Fig. 1: sequential cells colored by netlist name
(4 px per um) Other sequential cells in the stronger gray, the rest of the logic in the fainter gray.
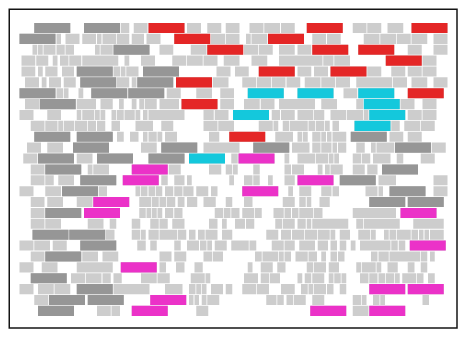
Fig. 2: signal wires by layer
(3 px per um) Two of the layers only.
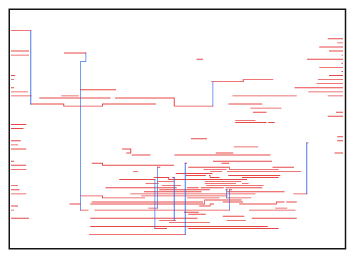
Fig. 3: placed standard cells
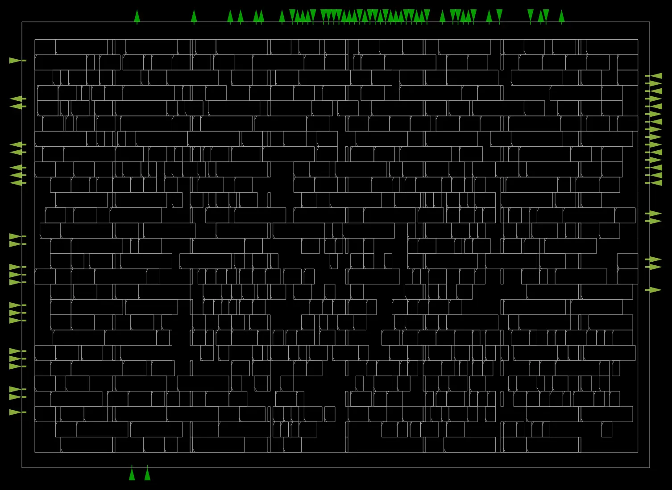
Fig. 4: I/O nets highlighted
(4 px per um)
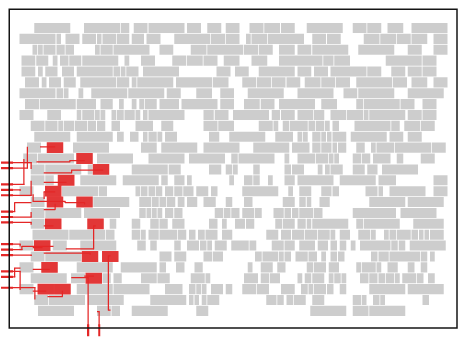
Fig. 5: routed metal per tile
(3 px per um) 22 x 16 tiles, from dark blue (low) to red (high), scaled to the fullest tile. Values are wire area over tile area, all layers added.
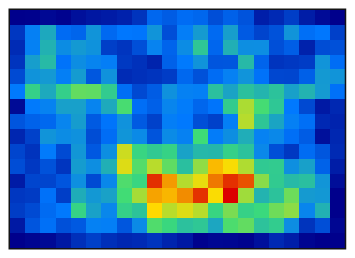
[src/rtl/prbs_pkg.sv]
// Shared definitions for the PRBS test controller: FSM encoding and default widths.
package prbs_pkg;

  localparam int TMO_W_DEF  = 16;
  localparam int SEED_W_DEF = 15;

  typedef enum logic [1:0] {
    ST_IDLE = 2'd0,
    ST_LOAD = 2'd1,
    ST_RUN  = 2'd2,
    ST_FIN  = 2'd3
  } state_t;

endpackage

[src/rtl/prbs_test_ctrl_if.sv]
// Generator/detector side of the PRBS test controller: seed load, advance enable,
// repetition count out, match indication back.
interface prbs_test_ctrl_if
  import prbs_pkg::*;
#(
  parameter int SEED_W = SEED_W_DEF
);

  logic              prbs_load;
  logic [SEED_W-1:0] prbs_seed;
  logic              prbs_en;
  logic [7:0]        n_detec;
  logic              pattern_flag;

  modport master (
    output prbs_load, prbs_seed, prbs_en, n_detec,
    input  pattern_flag
  );

  modport slave (
    input  prbs_load, prbs_seed, prbs_en, n_detec,
    output pattern_flag
  );

endinterface

[src/rtl/prbs_test_ctrl.sv]
// Sequences one PRBS test run: seed load, streaming until match/timeout/abort,
// then a done pulse with a sticky pass/fail verdict and the streamed byte count.
module prbs_test_ctrl
  import prbs_pkg::*;
#(
  parameter int TMO_W  = TMO_W_DEF,
  parameter int SEED_W = SEED_W_DEF
) (
  input  logic              clk,
  input  logic              rst,
  input  logic              start,
  input  logic              abort,
  input  logic [SEED_W-1:0] cfg_seed,
  input  logic [7:0]        cfg_n,
  input  logic [TMO_W-1:0]  cfg_tmo,
  prbs_test_ctrl_if.master  gen,
  output logic              busy,
  output logic              done,
  output logic              pass,
  output logic              fail,
  output logic [TMO_W-1:0]  byte_cnt
);

  state_t            state_q, state_d;
  logic [SEED_W-1:0] seed_q, seed_d;
  logic [7:0]        n_q, n_d;
  logic [TMO_W-1:0]  tmo_q, tmo_d;
  logic [TMO_W-1:0]  timer_q, timer_d;
  logic [TMO_W-1:0]  cnt_q, cnt_d;
  logic              pass_q, pass_d;
  logic              fail_q, fail_d;
  logic              load_q, load_d;
  logic              en_q, en_d;
  logic              busy_q, busy_d;
  logic              done_q, done_d;
  logic [TMO_W-1:0]  cnt_inc;
  logic [TMO_W-1:0]  timer_inc;

  always_comb begin
    cnt_inc   = (&cnt_q)   ? cnt_q   : cnt_q + TMO_W'(1);
    timer_inc = (&timer_q) ? timer_q : timer_q + TMO_W'(1);
  end

  always_comb begin
    state_d = state_q;
    seed_d  = seed_q;
    n_d     = n_q;
    tmo_d   = tmo_q;
    timer_d = timer_q;
    cnt_d   = cnt_q;
    pass_d  = pass_q;
    fail_d  = fail_q;

    case (state_q)
      ST_IDLE: begin
        if (start) begin
          state_d = ST_LOAD;
          seed_d  = cfg_seed;
          n_d     = cfg_n;
          tmo_d   = cfg_tmo;
          timer_d = '0;
          cnt_d   = '0;
          pass_d  = 1'b0;
          fail_d  = 1'b0;
        end
      end
      ST_LOAD: begin
        if (abort || n_q == 8'd0) begin
          state_d = ST_FIN;
          fail_d  = 1'b1;
        end else begin
          state_d = ST_RUN;
        end
      end
      ST_RUN: begin
        cnt_d   = cnt_inc;
        timer_d = timer_inc;
        // abort beats a match; a match beats a timeout landing in the same cycle
        if (abort) begin
          state_d = ST_FIN;
          fail_d  = 1'b1;
        end else if (gen.pattern_flag) begin
          state_d = ST_FIN;
          pass_d  = 1'b1;
        end else if (tmo_q != '0 && timer_inc == tmo_q) begin
          state_d = ST_FIN;
          fail_d  = 1'b1;
        end
      end
      ST_FIN: begin
        state_d = ST_IDLE;
      end
      default: begin
        state_d = ST_IDLE;
      end
    endcase

    // Strobes are registered from the next state so they align with the state they describe
    load_d = (state_d == ST_LOAD);
    en_d   = (state_d == ST_RUN);
    busy_d = (state_d == ST_LOAD) || (state_d == ST_RUN);
    done_d = (state_d == ST_FIN);
  end

  always_ff @(posedge clk or posedge rst) begin
    if (rst) begin
      state_q <= ST_IDLE;
      seed_q  <= '0;
      n_q     <= '0;
      tmo_q   <= '0;
      timer_q <= '0;
      cnt_q   <= '0;
      pass_q  <= 1'b0;
      fail_q  <= 1'b0;
      load_q  <= 1'b0;
      en_q    <= 1'b0;
      busy_q  <= 1'b0;
      done_q  <= 1'b0;
    end else begin
      state_q <= state_d;
      seed_q  <= seed_d;
      n_q     <= n_d;
      tmo_q   <= tmo_d;
      timer_q <= timer_d;
      cnt_q   <= cnt_d;
      pass_q  <= pass_d;
      fail_q  <= fail_d;
      load_q  <= load_d;
      en_q    <= en_d;
      busy_q  <= busy_d;
      done_q  <= done_d;
    end
  end

  assign gen.prbs_load = load_q;
  assign gen.prbs_seed = seed_q;
  assign gen.prbs_en   = en_q;
  assign gen.n_detec   = n_q;
  assign busy          = busy_q;
  assign done          = done_q;
  assign pass          = pass_q;
  assign fail          = fail_q;
  assign byte_cnt      = cnt_q;

endmodule

[src/flat_wrapper.sv]
// flat-port wrapper written by rule: the top's interface ports become plain ports
module prbs_test_ctrl_flat import prbs_pkg::*;
#(
  parameter int TMO_W  = TMO_W_DEF,
  parameter int SEED_W = SEED_W_DEF
)
  (clk, rst, start, abort, cfg_seed, cfg_n, cfg_tmo, busy, done, pass, fail, byte_cnt, gen_prbs_load, gen_prbs_seed, gen_prbs_en, gen_n_detec, gen_pattern_flag);
  prbs_test_ctrl_if #(.SEED_W(SEED_W)) gen_i ();
  input  logic clk;
  input  logic rst;
  input  logic start;
  input  logic abort;
  input  logic [SEED_W-1:0] cfg_seed;
  input  logic [7:0] cfg_n;
  input  logic [TMO_W-1:0] cfg_tmo;
  output logic busy;
  output logic done;
  output logic pass;
  output logic fail;
  output logic [TMO_W-1:0] byte_cnt;
  output wire logic [$bits(gen_i.prbs_load)-1:0] gen_prbs_load;
  output wire logic [$bits(gen_i.prbs_seed)-1:0] gen_prbs_seed;
  output wire logic [$bits(gen_i.prbs_en)-1:0] gen_prbs_en;
  output wire logic [$bits(gen_i.n_detec)-1:0] gen_n_detec;
  input wire logic [$bits(gen_i.pattern_flag)-1:0] gen_pattern_flag;
  assign gen_prbs_load = gen_i.prbs_load;
  assign gen_prbs_seed = gen_i.prbs_seed;
  assign gen_prbs_en = gen_i.prbs_en;
  assign gen_n_detec = gen_i.n_detec;
  assign gen_i.pattern_flag = gen_pattern_flag;
  prbs_test_ctrl #(.TMO_W(TMO_W), .SEED_W(SEED_W)) u_core (.clk(clk), .rst(rst), .start(start), .abort(abort), .cfg_seed(cfg_seed), .cfg_n(cfg_n), .cfg_tmo(cfg_tmo), .gen(gen_i), .busy(busy), .done(done), .pass(pass), .fail(fail), .byte_cnt(byte_cnt));
endmodule
[config.mk]
export PLATFORM = sky130hd
export DESIGN_NAME = prbs_test_ctrl_flat
export DESIGN_NICKNAME = d
export VERILOG_FILES = /design/src/rtl/prbs_pkg.sv /design/src/rtl/prbs_test_ctrl_if.sv /design/src/rtl/prbs_test_ctrl.sv /design/src/flat_wrapper.sv
export SDC_FILE = /design/constraint.sdc
export NUM_CORES = 1
export LEC_CHECK = 0
export CORE_ASPECT_RATIO = 0.7
export CORE_MARGIN = 2
export CORE_UTILIZATION = 56
export DETAILED_ROUTE_END_ITERATION = 8
export PLACE_DENSITY_LB_ADDON = 0.05
export SYNTH_ARGS = -nofsm -noshare
export SYNTH_HDL_FRONTEND = slang
export SYNTH_SLANG_ARGS = --single-unit
export TNS_END_PERCENT = 50
[constraint.sdc]
create_clock -name clk -period 4.6 [get_ports clk]
set_input_delay 0.46 -clock clk [delete_from_list [all_inputs] [get_ports clk]]
set_output_delay 0.46 -clock clk [all_outputs]
set_load 0.05 [all_outputs]
==> git commit body <==
Record implementation results from latest flow run

- Detailed Route WL: 12400 um
- Worst-case vdd ir drop: 0.000531 V
- Number of buffers inserted by post-CTS setup repair: 0
* Family of cells with the greatest summed delay on the critical path: simple AND/OR/NAND/NOR gates
* Min setup slack post-route: 1.32 ns
* Area of the chip: 8850 um^2
- WP buf/inv: 1
- Hold is met by 0.504 ns.
- Summing over the stages, the warning tally comes to 31.
- The flow ran to the end, and the final reports show no timing, DRC or antenna violations.
* Depth of the worst register-to-register path: 10
- For this run, the slowest stage of the critical path takes 0.58 ns.
- Grt ovf: 0
* Clock net sink count: 79
- Largest fanout of any net on the critical path: 15
* Initial antenna violation count: 0
- The timing report lists the critical path depth as 10 cells.
- Max-Slew Margin vs Limit: 27.3%
- Using the TritonRoute via totals, the vias-per-cell ratio works out to 6.24.
- STA puts the critical path data arrival time at 3.51 ns.
- The flow reported a cell area power density of 654 nW/um^2.
- Shortest clock period the worst path allows after layout: 3.28 ns
- Max H-tree Level: 3
- The critical path goes through ha_1 -> nand3_2 -> nor4_1 -> mux2i_1 -> nand2_1 -> nor4_1 -> nand4_1 -> a211o_1 -> ha_1 -> inv_1.
* Number of library cell types mapped by synthesis: 63
* Most frequent cells in the layout: 88 x sky130_fd_sc_hd__clkdlybuf4s50_1, 79 x sky130_fd_sc_hd__dfrtp_1, 42 x sky130_fd_sc_hd__mux2_2, 34 x sky130_fd_sc_hd__nand2_1, 33 x sky130_fd_sc_hd__nor2_1
* Top cell excl fill/tap: sky130_fd_sc_hd__clkdlybuf4s50_1
- Average instance area after synthesis: 10.0 um^2
- Per report_power, the clock group accounts for 20.7% of the total.
- For this run, the script counts the antenna cells in the layout as 0.
* Cells resized by post-CTS repair: 0
- Final setup viols: 0
- Total power for the finished layout comes to 3.78 mW.
- Mapped cell area: 4540 um^2
Notes on Fig. 1 above:
color	name in the netlist	sequential cells
cyan	u_core.gen.n_detec	8
red	u_core.gen.prbs_seed	15
magenta	u_core.timer_q	16

Notes on Fig. 2 above:
color	layer	wire length
blue	metal 4	181 um
red	metal 3	1360 um

Notes on Fig. 3 above:
Final Instance Count excl. Fillers: 636
Util after Layout: 73.4%
proportion of cell area occupied by registers: 34.2%
standard-cell row count: 27

Notes on Fig. 4 above:
color	port	bits	direction	edge	end cells	wire
red	cfg_tmo	16	input	14 left, 2 bottom	16	232 um

Notes on Fig. 5 above:
mean over tiles	0.24
densest ninth of the die	bottom center
fullest tile	0.81
nearly empty tiles	5.1%

metal layers:
| metal | part of all wire, % | wire length (um) | GRT usage, % | up-vias |
|---|---|---|---|---|
| li1 | - | - | - | 1817 |
| met5 | 0 | 0 | 0 | - |
| met3 | 11 | 1360 | 10.5 | 23 |
| met1 | 45 | 5540 | 40.2 | 1915 |
| met4 | 1.5 | 181 | 9.14 | 0 |
| met2 | 43 | 5360 | 42.5 | 216 |
area by class of cell:
| type | instances | area (um^2) | area share [%] |
|---|---|---|---|
| multi-input combinational | 335 | 2380 | 41.3 |
| sequential | 79 | 1980 | 34.2 |
| timing repair buffer | 91 | 903 | 15.6 |
| clock buffer | 11 | 253 | 4.38 |
| tap | 101 | 126 | 2.19 |
| clock inverter | 5 | 78.8 | 1.37 |
| inverter | 14 | 52.6 | 0.910 |
worst max path at each step:
stage | from | endpoint | slack, ns
detailed placement | u_core.timer_q[0]$_DFFE_PP0P_ | u_core.busy$_DFF_PP0_ | 1.41
global placement | u_core.timer_q[0]$_DFFE_PP0P_ | u_core.busy$_DFF_PP0_ | 1.55
CTS | u_core.timer_q[1]$_DFFE_PP0P_ | u_core.busy$_DFF_PP0_ | 1.40
floorplan | u_core.timer_q[0]$_DFFE_PP0P_ | u_core.fail$_DFFE_PP0P_ | 1.76
global route | u_core.timer_q[1]$_DFFE_PP0P_ | u_core.busy$_DFF_PP0_ | 1.05
finish | u_core.timer_q[1]$_DFFE_PP0P_ | u_core.busy$_DFF_PP0_ | 1.32
cell families after synthesis:
kind of cell | Yosys count | synth area share, %
and+or+nand+nor | 161 | 20.4
AOI/OAI and AO/OA | 94 | 13.5
DFF | 79 | 43.6
muxes | 46 | 11.3
buffers and inverters | 38 | 3.92
xor gates and xnor gates | 25 | 4.83
adders and majority gates | 9 | 2.48
Power is estimated from default activity; no workload was simulated.
